## src/rtl/instruction_fetch_queued_pkg.sv

```systemverilog
// instruction_fetch_queued_pkg: shared widths, queue entry layout and PC decode helper
package instruction_fetch_queued_pkg;

    localparam int SIZE            = 32;
    localparam int MAX_INSTRUCTION = 64;
    localparam int ADDR_WIDTH      = $clog2(MAX_INSTRUCTION);

    localparam logic [SIZE-1:0] NOP = '0;

    typedef struct packed {
        logic [SIZE-1:0] pc;
        logic [SIZE-1:0] instruction;
        logic            fault;
    } entry_t;

    typedef struct packed {
        logic [ADDR_WIDTH-1:0] index;
        logic                  fault;
    } lookup_t;

    function automatic lookup_t pc_lookup(input logic [SIZE-1:0] pc, input logic byte_addr);
        logic [SIZE-1:0] w;
        lookup_t r;
        w = byte_addr ? pc >> 2 : pc;
        r.index = w[ADDR_WIDTH-1:0];
        r.fault = (w >> ADDR_WIDTH) != '0
               || 32'(w[ADDR_WIDTH-1:0]) >= 32'(MAX_INSTRUCTION)
               || (byte_addr && pc[1:0] != 2'b00);
        return r;
    endfunction

endpackage

```

## src/rtl/instruction_fetch_queued_fetch_queue.sv

```systemverilog
// fetch_queue: synchronous FIFO with flush; push and pop may coincide when full
module fetch_queue #(
    parameter int DEPTH = 4,
    parameter int WIDTH = 8
) (
    input  logic                       i_clk,
    input  logic                       i_rst,
    input  logic                       i_flush,
    input  logic                       i_push,
    input  logic                       i_pop,
    input  logic [WIDTH-1:0]           i_data,
    output logic [WIDTH-1:0]           o_data,
    output logic [$clog2(DEPTH):0]     o_level
);

    localparam int PW = $clog2(DEPTH);

    logic [WIDTH-1:0] store [DEPTH];
    logic [PW-1:0]    wr_ptr, rd_ptr;

    assign o_data = store[rd_ptr];

    // pointer and occupancy bookkeeping; flush drops everything including a same-cycle pop
    always_ff @(posedge i_clk or posedge i_rst) begin
        if (i_rst) begin
            wr_ptr  <= '0;
            rd_ptr  <= '0;
            o_level <= '0;
        end else if (i_flush) begin
            wr_ptr  <= '0;
            rd_ptr  <= '0;
            o_level <= '0;
        end else begin
            wr_ptr  <= wr_ptr + PW'(i_push);
            rd_ptr  <= rd_ptr + PW'(i_pop);
            o_level <= o_level + (PW+1)'(i_push) - (PW+1)'(i_pop);
        end
    end

    // entry storage needs no reset since the level gates visibility
    always_ff @(posedge i_clk) begin
        if (i_push && !i_flush)
            store[wr_ptr] <= i_data;
    end

endmodule

```

## src/rtl/instruction_fetch_queued.sv

```systemverilog
// instruction_fetch_queued: loadable instruction memory feeding a PC-tagged fetch queue
module instruction_fetch_queued
    import instruction_fetch_queued_pkg::*;
#(
    parameter int QUEUE_DEPTH = 4,
    parameter bit BYTE_ADDR   = 1'b1
) (
    input  logic                           i_clk,
    input  logic                           i_rst,
    input  logic                           i_load_mode,
    input  logic                           i_load_valid,
    output logic                           o_load_ready,
    input  logic [SIZE-1:0]                i_load_data,
    input  logic                           i_load_clear,
    output logic [ADDR_WIDTH:0]            o_load_count,
    input  logic                           i_redirect,
    input  logic [SIZE-1:0]                i_redirect_pc,
    output logic                           o_inst_valid,
    input  logic                           i_inst_ready,
    output logic [SIZE-1:0]                o_instruction,
    output logic [SIZE-1:0]                o_pc,
    output logic                           o_fault,
    output logic [$clog2(QUEUE_DEPTH):0]   o_queue_level
);

    localparam int LW = $clog2(QUEUE_DEPTH) + 1;
    localparam logic [SIZE-1:0] STEP = BYTE_ADDR ? SIZE'(4) : SIZE'(1);

    logic [SIZE-1:0] mem [MAX_INSTRUCTION];
    logic [SIZE-1:0] f_pc;
    logic            load_mode_q;
    lookup_t         look;
    entry_t          tail, head;
    logic            mode_edge, redirect, flush, pop, push;

    assign look      = pc_lookup(f_pc, BYTE_ADDR);
    assign tail      = '{pc: f_pc, instruction: look.fault ? NOP : mem[look.index], fault: look.fault};
    assign mode_edge = i_load_mode != load_mode_q;
    assign redirect  = i_redirect && !i_load_mode;
    assign flush     = redirect || mode_edge;
    assign pop       = o_inst_valid && i_inst_ready;
    assign push      = !i_load_mode && !flush && (o_queue_level < LW'(QUEUE_DEPTH) || pop);

    assign o_load_ready  = !i_rst && i_load_mode && o_load_count < (ADDR_WIDTH+1)'(MAX_INSTRUCTION);
    assign o_inst_valid  = o_queue_level != '0;
    assign o_instruction = o_inst_valid ? head.instruction : NOP;
    assign o_pc          = o_inst_valid ? head.pc : '0;
    assign o_fault       = o_inst_valid && head.fault;

    fetch_queue #(.DEPTH(QUEUE_DEPTH), .WIDTH($bits(entry_t))) u_queue (
        .i_clk   (i_clk),
        .i_rst   (i_rst),
        .i_flush (flush),
        .i_push  (push),
        .i_pop   (pop),
        .i_data  (tail),
        .o_data  (head),
        .o_level (o_queue_level)
    );

    // fetch PC steering, load-mode edge tracking and loader writes into memory
    always_ff @(posedge i_clk or posedge i_rst) begin
        if (i_rst) begin
            for (int i = 0; i < MAX_INSTRUCTION; i++)
                mem[i] <= '0;
            f_pc         <= '0;
            load_mode_q  <= 1'b0;
            o_load_count <= '0;
        end else begin
            load_mode_q <= i_load_mode;
            if (!i_load_mode && load_mode_q)
                f_pc <= '0;
            else if (redirect)
                f_pc <= i_redirect_pc;
            else if (push)
                f_pc <= f_pc + STEP;
            if (i_load_clear)
                o_load_count <= '0;
            else if (i_load_valid && o_load_ready) begin
                mem[o_load_count[ADDR_WIDTH-1:0]] <= i_load_data;
                o_load_count <= o_load_count + 1'b1;
            end
        end
    end

endmodule
```

## config.mk

```make
export PLATFORM = sky130hd
export DESIGN_NAME = instruction_fetch_queued
export DESIGN_NICKNAME = d
export VERILOG_FILES = /design/src/rtl/instruction_fetch_queued_pkg.sv /design/src/rtl/instruction_fetch_queued_fetch_queue.sv /design/src/rtl/instruction_fetch_queued.sv
export SDC_FILE = /design/constraint.sdc
export NUM_CORES = 2
export LEC_CHECK = 0
export ABC_AREA = 1
export CORE_MARGIN = 3
export CORE_UTILIZATION = 30
export CTS_CLUSTER_DIAMETER = 100
export DETAILED_ROUTE_END_ITERATION = 10
export PLACE_DENSITY = 0.54
export SYNTH_ARGS = -nofsm -noshare
export SYNTH_HDL_FRONTEND = slang
export SYNTH_SLANG_ARGS = --single-unit
```

## constraint.sdc

```tcl
create_clock -name i_clk -period 59.4 [get_ports i_clk]
set_input_delay 5.94 -clock i_clk [delete_from_list [all_inputs] [get_ports i_clk]]
set_output_delay 5.94 -clock i_clk [all_outputs]
set_load 0.005 [all_outputs]
```

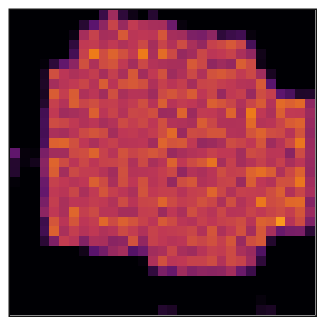
*Cell area per tile*
(0.5 px per um) 31 x 31 tiles, from black (low) to pale yellow (high), 0 to 100% covered.
- nearly empty tiles: 34%
- fullest tile: 78%
- tiles over 75% full: 0.10%
- emptiest ninth of the die: lower left
- mean over tiles: 32%
fp util: 30.2%
core box area: 363,000 um^2

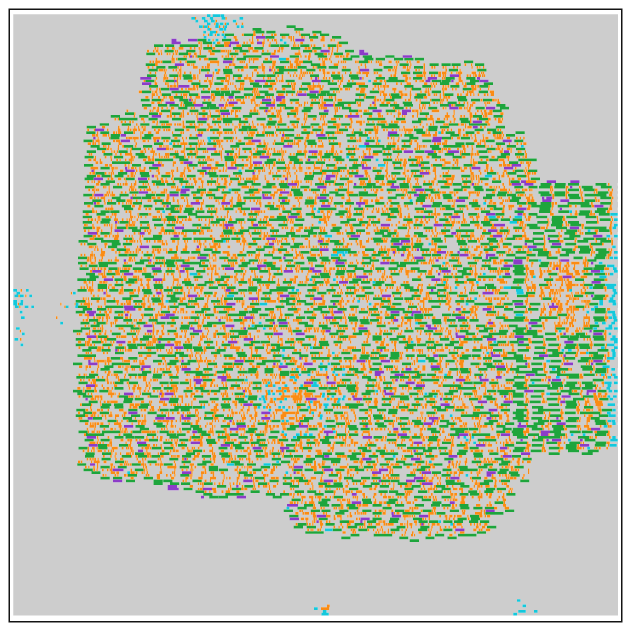
*Cell classes on the final placement*
(1 px per um) Fill, decap, tap and diode cells in gray.
- orange: remaining logic cells (cells 10,744; share of their area 39%)
- purple: clock drivers and dummy loads (cells 479; share of their area 7.5%)
- cyan: remaining buffers and delay cells (cells 351; share of their area 2.8%)
- green: sequential cells (cells 2,355; share of their area 51%)
FP Rows: 221
Design Area, Final: 124,000 um^2

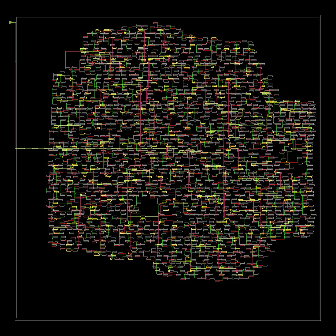
*Clock routing*
P_clk: 1.68 mW
Inserted Clock Buffers: 277

==> ci_impl_report.md <==
### Metrics collected by this job

| Metric | Value |
|---|---|
| Status | finished clean |
| Highest routed layer | met4 |
| Yosys top cell area share | 47.8% |
| GP Congestion | 0.830 |
| Worst-path clk slew | 60 ps |
| Max clock buf depth | 4 |
| Die area | 373,000 um^2 |
| Filler instances | 38,600 |
| Buf/Inv on CP | 3 |
| Post CTS Setup Buffer Count | 0 |
| Area grow syn2layout | 12.9% |
| Commonest flop | dfrtp_1 |
| Crit end category | output port |
| First-pass GRT wire length | 553,000 um |
| Seq share, synth | 54.9% |
| Drt total wl | 361,000 um |
| Reg power frac | 38.7% |
| Seq. cell area | 60,300 um^2 |
| Post-synthesis cell count | 14,200 |
| Post-route DRC | 0 |
| Critical path type | primary input to output port |
| Final setup viols | 0 |
| Synthesized registers | 2,355 |
| Log Warnings | 69 |
| EDFF count, synth | 260 |
| Syn Std Cell Area | 110,000 um^2 |
| Initial antenna violation count | 12 |
| GRT overflow | 0 |
| PD cells | 35.0 nW/um^2 |
| Via count | 90,400 |
| Nets | 13,800 |
| Largest stage delay, worst path | 550 ps |
| GRT Max-Usage Layer | met2 |
| Buffers on Ports | 147 |
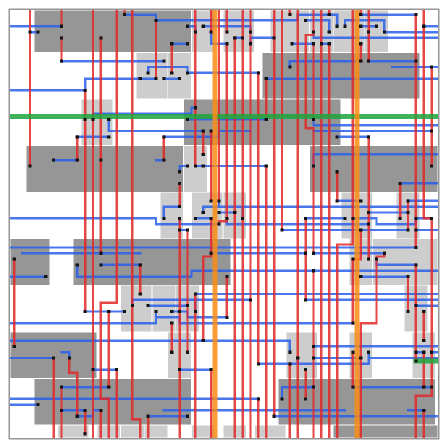
*A small window of the routed layout*
Window x 293 to 318, y 293 to 318 um. Cells in gray, sequential cells in the stronger gray; small squares are vias.
- red: M2
- green: M3
- orange: M4
- blue: M1
- sequential cells in the window: 9
- netlist names of flops here include: mem (9)
- cells with their middle in the window: 33
- most frequent: nand2_1 (14), dfrtp_1 (9), o21ai_0 (7)

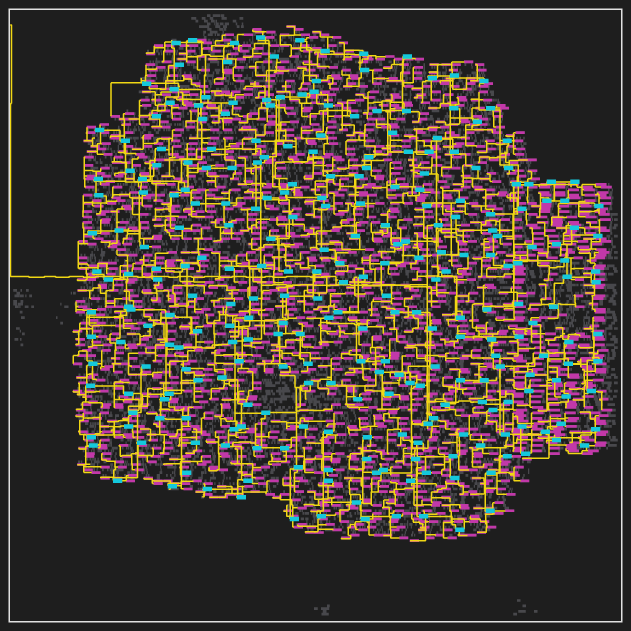
*Clock wires, drivers and flops*
(1 px per um)
- cyan: clock-net drivers (count 277)
- magenta: flip-flops (count 2,355)
- yellow: clock wires (length 32.2 mm)
- routed clock nets: 278
Skew-Pair Late Insertion Delay: 870 ps
clock power share: 38.6%
clk_skew: 84.0 ps

-- layout make-up --
class	count	share of cell area, %
multi-input combinational	9717	33.6
timing repair buffer	351	2.65
clock inverter	62	0.558
sequential	2355	48.6
inverter	1027	3.14
clock buffer	417	6.57
tap	4794	4.84
antenna	6	0.0121
-- worst min-delay path, cell delays in order (launching register included) --
cell	delay, ps
dfrtp_1	340
nand2_1	50
o21ai_0	60
-- cells by family (layout without fill, tap and decap cells) --
logic type	Yosys count	after routing	synth area share (%)
xor gates and xnor gates	11	11	0.0878
DFF	2355	2355	54.9
AOI/OAI and AO/OA	2576	2576	11.8
and+or+nand+nor	7122	7122	25.8
buffers and inverters	2099	1857	7.32
other	0	6	0
adders and majority gates	8	8	0.0980
-- state kept, by name, indices dropped and copies added (netlist names) --
| signal | count |
|---|---|
| f_pc | 32 |
| load_mode_q | 1 |
| mem | 2048 |
| o_load_count | 7 |
| u_queue.o_level | 3 |
| u_queue.rd_ptr | 2 |
| u_queue.store | 260 |
| u_queue.wr_ptr | 2 |
-- metrics by stage --
| stage | power, mW | cell area, um^2 | hold WS (ps) | utilization, % | setup WS [ps] |
|---|---|---|---|---|---|
| CTS | 4.38 | 124000 | 480 | 34.1 | 45970 |
| floorplan | 2.28 | 110000 | 446 | - | 24370 |
| global route | 4.54 | 124000 | 493 | 34.1 | 45970 |
| finish | 4.34 | 124000 | 476 | 34.1 | 46070 |
| global placement | 2.70 | 115000 | 458 | 31.7 | 45980 |
| detailed placement | 2.70 | 115000 | 466 | 31.7 | 45980 |
-- cell usage in the layout, fill, tap and decap left out, types with 7 or more instances in the layout --
master / count
nand2_1: 5233
nor3_2: 10
o21ai_0: 2252
nand2_2: 48
dfrtp_1: 2089
nand4_1: 9
edfxtp_1: 260
clkdlybuf4s50_1: 147
o21ai_1: 144
inv_2: 37
nor2_4: 7
inv_1: 982
inv_6: 9
clkbuf_16: 285
xor2_1: 9
buf_4: 182
nor2_1: 828
clkinv_2: 32
nand4_4: 7
nor3_1: 20
clkbuf_1: 81
buf_12: 22
o22ai_1: 17
clkbuf_8: 51
o211ai_1: 17
a21oi_1: 142
or2_2: 20
bufinv_16: 9
nand3_1: 916
nand3_2: 9
ha_1: 7
-- synth_stat cells (6+ instances only) --
cell	number
o211ai_1	17
inv_1	988
o22ai_1	17
xor2_1	9
clkbuf_1	892
dfrtp_1	2095
nand4_2	7
nand2_2	23
nand4_1	9
nor2_1	831
nand2_1	5258
a21oi_1	142
buf_2	114
nand3_2	9
buf_1	62
o21ai_0	2252
clkinv_1	35
or2_2	20
ha_1	7
nor3_1	24
and3_1	6
o21ai_1	144
edfxtp_1	260
nor3_2	6
nand3_1	916
-- worst paths after layout --
kind                                  startpoint                        endpoint  cells after the start
min                        mem[1484]$_DFFE_PP0P_           mem[1484]$_DFFE_PP0P_                      2
min in group asynchronous                  i_rst           mem[1384]$_DFFE_PP0P_                      2
max                                  i_load_mode                    o_load_ready                      4
min reg2reg                mem[1484]$_DFFE_PP0P_           mem[1484]$_DFFE_PP0P_                      2
max in group asynchronous                  i_rst           mem[1543]$_DFFE_PP0P_                      7
max reg2reg                  f_pc[3]$_DFFE_PP0P_  u_queue.store[0][17]$_DFFE_PP_                     14
Power figures rest on the tool's default switching activity, not on a simulated workload.
